**Sequential cells grouped by signal name**

Scale bar: 20 µm. Other sequential cells in the stronger grey, the rest of the logic in the fainter grey.
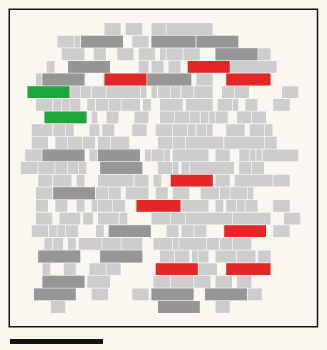
**Placed cells, one colour a class**

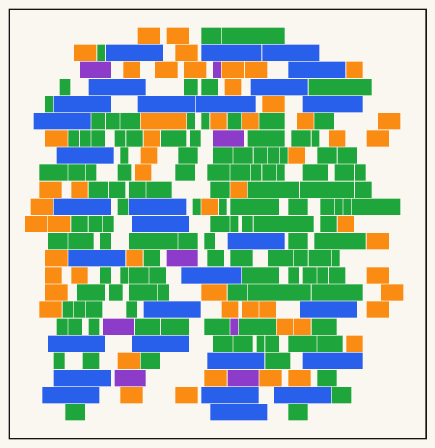
**Cell density map**

The die is cut into 7 by 7 equal tiles; white is low, dark blue is high, 0 to 100% covered.
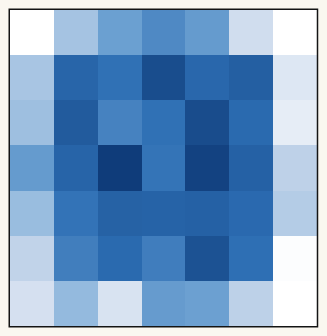
**Placed standard cells**

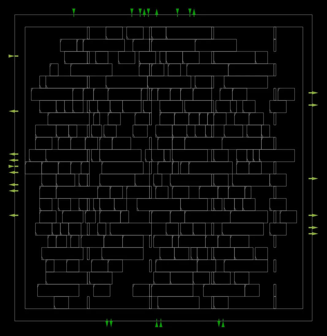
File: src/rtl/gray_pkg.sv
// rtl/gray_pkg.sv - shared Gray-code helpers and monitor state encoding
//
// Contents:
//   state_t  : monitor FSM states ST_FILL, ST_ACQUIRE, ST_LOCKED (2-bit)
//   gray2bin : Gray to binary decode, 32-bit container, zero-extend narrower words
//   bin2gray : binary to Gray encode, 32-bit container
package gray_pkg;

    typedef enum logic [1:0] {
        ST_FILL    = 2'd0,
        ST_ACQUIRE = 2'd1,
        ST_LOCKED  = 2'd2
    } state_t;

    // Upper bits of a zero-extended word stay zero through the prefix XOR,
    // so narrower counts decode correctly in the low bits.
    function automatic logic [31:0] gray2bin(input logic [31:0] g);
        logic [31:0] b;
        b = g;
        for (int i = 30; i >= 0; i--) begin
            b[i] = b[i+1] ^ g[i];
        end
        return b;
    endfunction

    function automatic logic [31:0] bin2gray(input logic [31:0] b);
        return b ^ (b >> 1);
    endfunction

endpackage

File: src/rtl/gray_to_bin.sv
// rtl/gray_to_bin.sv - combinational N-bit Gray to binary XOR-prefix decoder
//
// Ports:
//   gray : N-bit Gray-coded input
//   bin  : N-bit binary result, bin[N-1]=gray[N-1], bin[i]=bin[i+1]^gray[i]
module gray_to_bin #(
    parameter int N = 8
) (
    input  logic [N-1:0] gray,
    output logic [N-1:0] bin
);

    // Built in a local variable so the bit-to-bit chain is a single
    // procedural evaluation rather than a self-referencing vector net.
    always_comb begin
        logic [N-1:0] b;
        b = gray;
        for (int i = N - 2; i >= 0; i--) begin
            b[i] = b[i+1] ^ gray[i];
        end
        bin = b;
    end

endmodule

File: src/rtl/gray_count_monitor.sv
// rtl/gray_count_monitor.sv - checks an N-bit Gray count for +1 mod 2^N steps
//
// Ports:
//   clk     : system clock, rising edge
//   reset   : asynchronous active-high reset
//   gray_in : Gray-coded count under observation
//   clear   : synchronous re-acquire, returns to FILL and zeroes err_cnt
//   bin_out : binary value of the last accepted or resynced Gray word
//   step    : one-cycle pulse per legal +1 transition
//   err     : one-cycle pulse per illegal transition
//   err_cnt : illegal transition count, saturating at 2^E-1
//   locked  : high once a reference value has been acquired
module gray_count_monitor
    import gray_pkg::*;
#(
    parameter int N = 8,
    parameter int E = 8
) (
    input  logic         clk,
    input  logic         reset,
    input  logic [N-1:0] gray_in,
    input  logic         clear,
    output logic [N-1:0] bin_out,
    output logic         step,
    output logic         err,
    output logic [E-1:0] err_cnt,
    output logic         locked
);

    localparam logic [E-1:0] CNT_MAX = '1;
    localparam logic [N-1:0] ONE_N   = {{(N-1){1'b0}}, 1'b1};

    state_t         state;
    state_t         state_n;
    logic [N-1:0]   g_s1;
    logic [N-1:0]   b_s1;
    logic [N-1:0]   bin_inc;
    logic [N-1:0]   bin_n;
    logic           step_n;
    logic           err_n;
    logic [E-1:0]   cnt_n;
    logic           locked_n;

    gray_to_bin #(.N(N)) u_dec (
        .gray (g_s1),
        .bin  (b_s1)
    );

    // N-bit add, so the all-ones value wraps to zero and counts as legal.
    assign bin_inc = bin_out + ONE_N;

    always_ff @(posedge clk or posedge reset) begin
        if (reset) begin
            g_s1    <= '0;
            state   <= ST_FILL;
            bin_out <= '0;
            step    <= 1'b0;
            err     <= 1'b0;
            err_cnt <= '0;
            locked  <= 1'b0;
        end else begin
            g_s1    <= gray_in;
            state   <= state_n;
            bin_out <= bin_n;
            step    <= step_n;
            err     <= err_n;
            err_cnt <= cnt_n;
            locked  <= locked_n;
        end
    end

    always_comb begin
        state_n  = state;
        bin_n    = bin_out;
        step_n   = 1'b0;
        err_n    = 1'b0;
        cnt_n    = err_cnt;
        locked_n = locked;

        if (clear) begin
            // bin_out deliberately holds so the last known value stays visible.
            state_n  = ST_FILL;
            locked_n = 1'b0;
            cnt_n    = '0;
        end else begin
            case (state)
                ST_FILL: begin
                    // g_s1 needs one edge to hold a genuine sample.
                    state_n = ST_ACQUIRE;
                end
                ST_ACQUIRE: begin
                    bin_n    = b_s1;
                    locked_n = 1'b1;
                    state_n  = ST_LOCKED;
                end
                ST_LOCKED: begin
                    if (b_s1 == bin_out) begin
                        bin_n = bin_out;
                    end else if (b_s1 == bin_inc) begin
                        step_n = 1'b1;
                        bin_n  = b_s1;
                    end else begin
                        // Resync to the observed value so one glitch is one error.
                        err_n = 1'b1;
                        bin_n = b_s1;
                        if (err_cnt != CNT_MAX) begin
                            cnt_n = err_cnt + {{(E-1){1'b0}}, 1'b1};
                        end
                    end
                end
                default: begin
                    state_n = ST_FILL;
                end
            endcase
        end
    end

endmodule
File: config.mk
export PLATFORM = sky130hd
export DESIGN_NAME = gray_count_monitor
export DESIGN_NICKNAME = d
export VERILOG_FILES = /design/src/rtl/gray_pkg.sv /design/src/rtl/gray_to_bin.sv /design/src/rtl/gray_count_monitor.sv
export SDC_FILE = /design/constraint.sdc
export NUM_CORES = 1
export LEC_CHECK = 0
export CORE_AREA = 2 2 64 66
export DETAILED_ROUTE_END_ITERATION = 16
export DIE_AREA = 0 0 66 68
export GPL_ROUTABILITY_DRIVEN = 0
export HOLD_SLACK_MARGIN = 0.15
export PLACE_DENSITY = 0.74
export SLEW_MARGIN = 25
export SYNTH_ARGS = -nofsm -noshare
export SYNTH_HDL_FRONTEND = slang
export SYNTH_SLANG_ARGS = --single-unit
export TNS_END_PERCENT = 50
File: constraint.sdc
create_clock -name clk -period 2.5 [get_ports clk]
set_input_delay 0.5 -clock clk [delete_from_list [all_inputs] [get_ports clk]]
set_output_delay 0.5 -clock clk [all_outputs]
set_load 0.05 [all_outputs]
==> results_slide.txt <==
Flow Results at a Glance

Setup path
  • CP bufs+invs: 0
  • CP max stage cell: mux4_2
  • Critical Path Sink: err_cnt[4]$_DFFE_PP0P_
  • CP delay by family, top: simple AND/OR/NAND/NOR gates
  • Crit Path Max Fanout: 6
  • Biggest cell delay along the critical path: 0.56 ns
  • CP Class: flip-flop to flip-flop
  • Worst reg2reg path depth: 7

STA
  • Number of setup violations in the final report: 14
  • Slew Limit Fails: 0
  • Setup ws final: -0.0795 ns
  • Post-route minimum period: 2.58 ns
  • Slew @ Worst Pin: 0.518 ns

Pwr
  • Internal power: 0.00139 W
  • Combinational power share: 0.570
  • Combinational power: 0.00142 W

Die
  • Die Height: 68 µm
  • Die ar.: 4490 µm²
  • DIE WIDTH: 66 µm

Logic synthesis
  • Top cells, area: dfrtp_1 42%, mux2_1 4.5%, xnor2_1 4.5%
  • Post-synth top area cell: dfrtp_1
  • Cells after Synth: 165

Drt
  • Post-route ant nets: 0
  • Wire per inst: 16.5 µm

Clocking
  • CTS tree: yes
  • Clock-pin slew on the worst setup and hold paths: 0.06 ns
  • Post_cts resized: 7

Flow run
  • Log Warnings: 28
  • Max-Cap Viols: 0

Global route
  • Vias in the first global route: 1,639
  • Grt met2 use: 0.369
  • GRT overflow: 0
  • Layer with the highest usage: met2
  • Total Routing Usage GR: 0.218

Worst hold path
  • Worst hold path class: flip-flop to flip-flop
  • Min-delay src: state[1]$_DFFE_PP0P_
  • Hold path depth: 1

Final layout
  • Seq cells: 29
  • Antenna cells: 0

Run status
  • Status: complete, but fails checks
  • Failing checks: negative setup slack

Placed design
  • Area of placed instances: 2260 µm²
-- 'sequential cells grouped by signal name' (at the start) --
legend:
  green:
    netlist_name: state
    sequential_cells: 2
  red:
    netlist_name: bin_out
    sequential_cells: 8
not coloured: 19
fin util: 0.659
Reg area: 732 µm²
Sequential Power: 0.000667 W

-- 'placed cells, one colour a class' (at the start) --
legend:
  green:
    class: combinational and other logic
    cells: 130
    share_of_their_area: 47%
  blue:
    class: flops
    cells: 29
    share_of_their_area: 30%
  orange:
    class: other buffers and delay cells
    cells: 55
    share_of_their_area: 20%
  purple:
    class: clock drivers and dummy loads
    cells: 8
    share_of_their_area: 3.6%
core area: 3860 µm²
Design Area, Final: 2540 µm²
num rows: 23

-- 'cell density map' (at the start) --
tiles over 75% full: 35%
densest ninth of the die: centre
mean over tiles: 55%
nearly empty tiles: 8.2%
FP Util: 0.453

-- 'placed standard cells' (at the start) --
Tapcells: 50
Non-Filler Instances: 272

==> logic make-up (layout without fill, tap and decap cells) <==
kind of cell	after synthesis	count (layout)	synth area share
adder cells (fa/ha/maj)	2	2	0.0143
buffers and inverters	14	69	0.0344
multiplexers	11	11	0.0753
flip-flops	29	29	0.416
AND-OR/OR-AND	34	34	0.133
XOR/XNOR	21	21	0.137
AND/OR/NAND/NOR	54	56	0.190
==> layer usage <==
layer / wire (µm) / part of all wire
met1: 1860 / 0.41
met2: 2240 / 0.50
met3: 243 / 0.054
met4: 138 / 0.031
met5: 0 / 0
==> registers in the layout, indices dropped and copies added, names as in the netlist <==
| register | count |
|---|---|
| g_s1 | 8 |
| locked | 1 |
| step | 1 |
| err_cnt | 8 |
| state | 2 |
| bin_out | 8 |
| err | 1 |
Power and IR drop assume default switching activity.
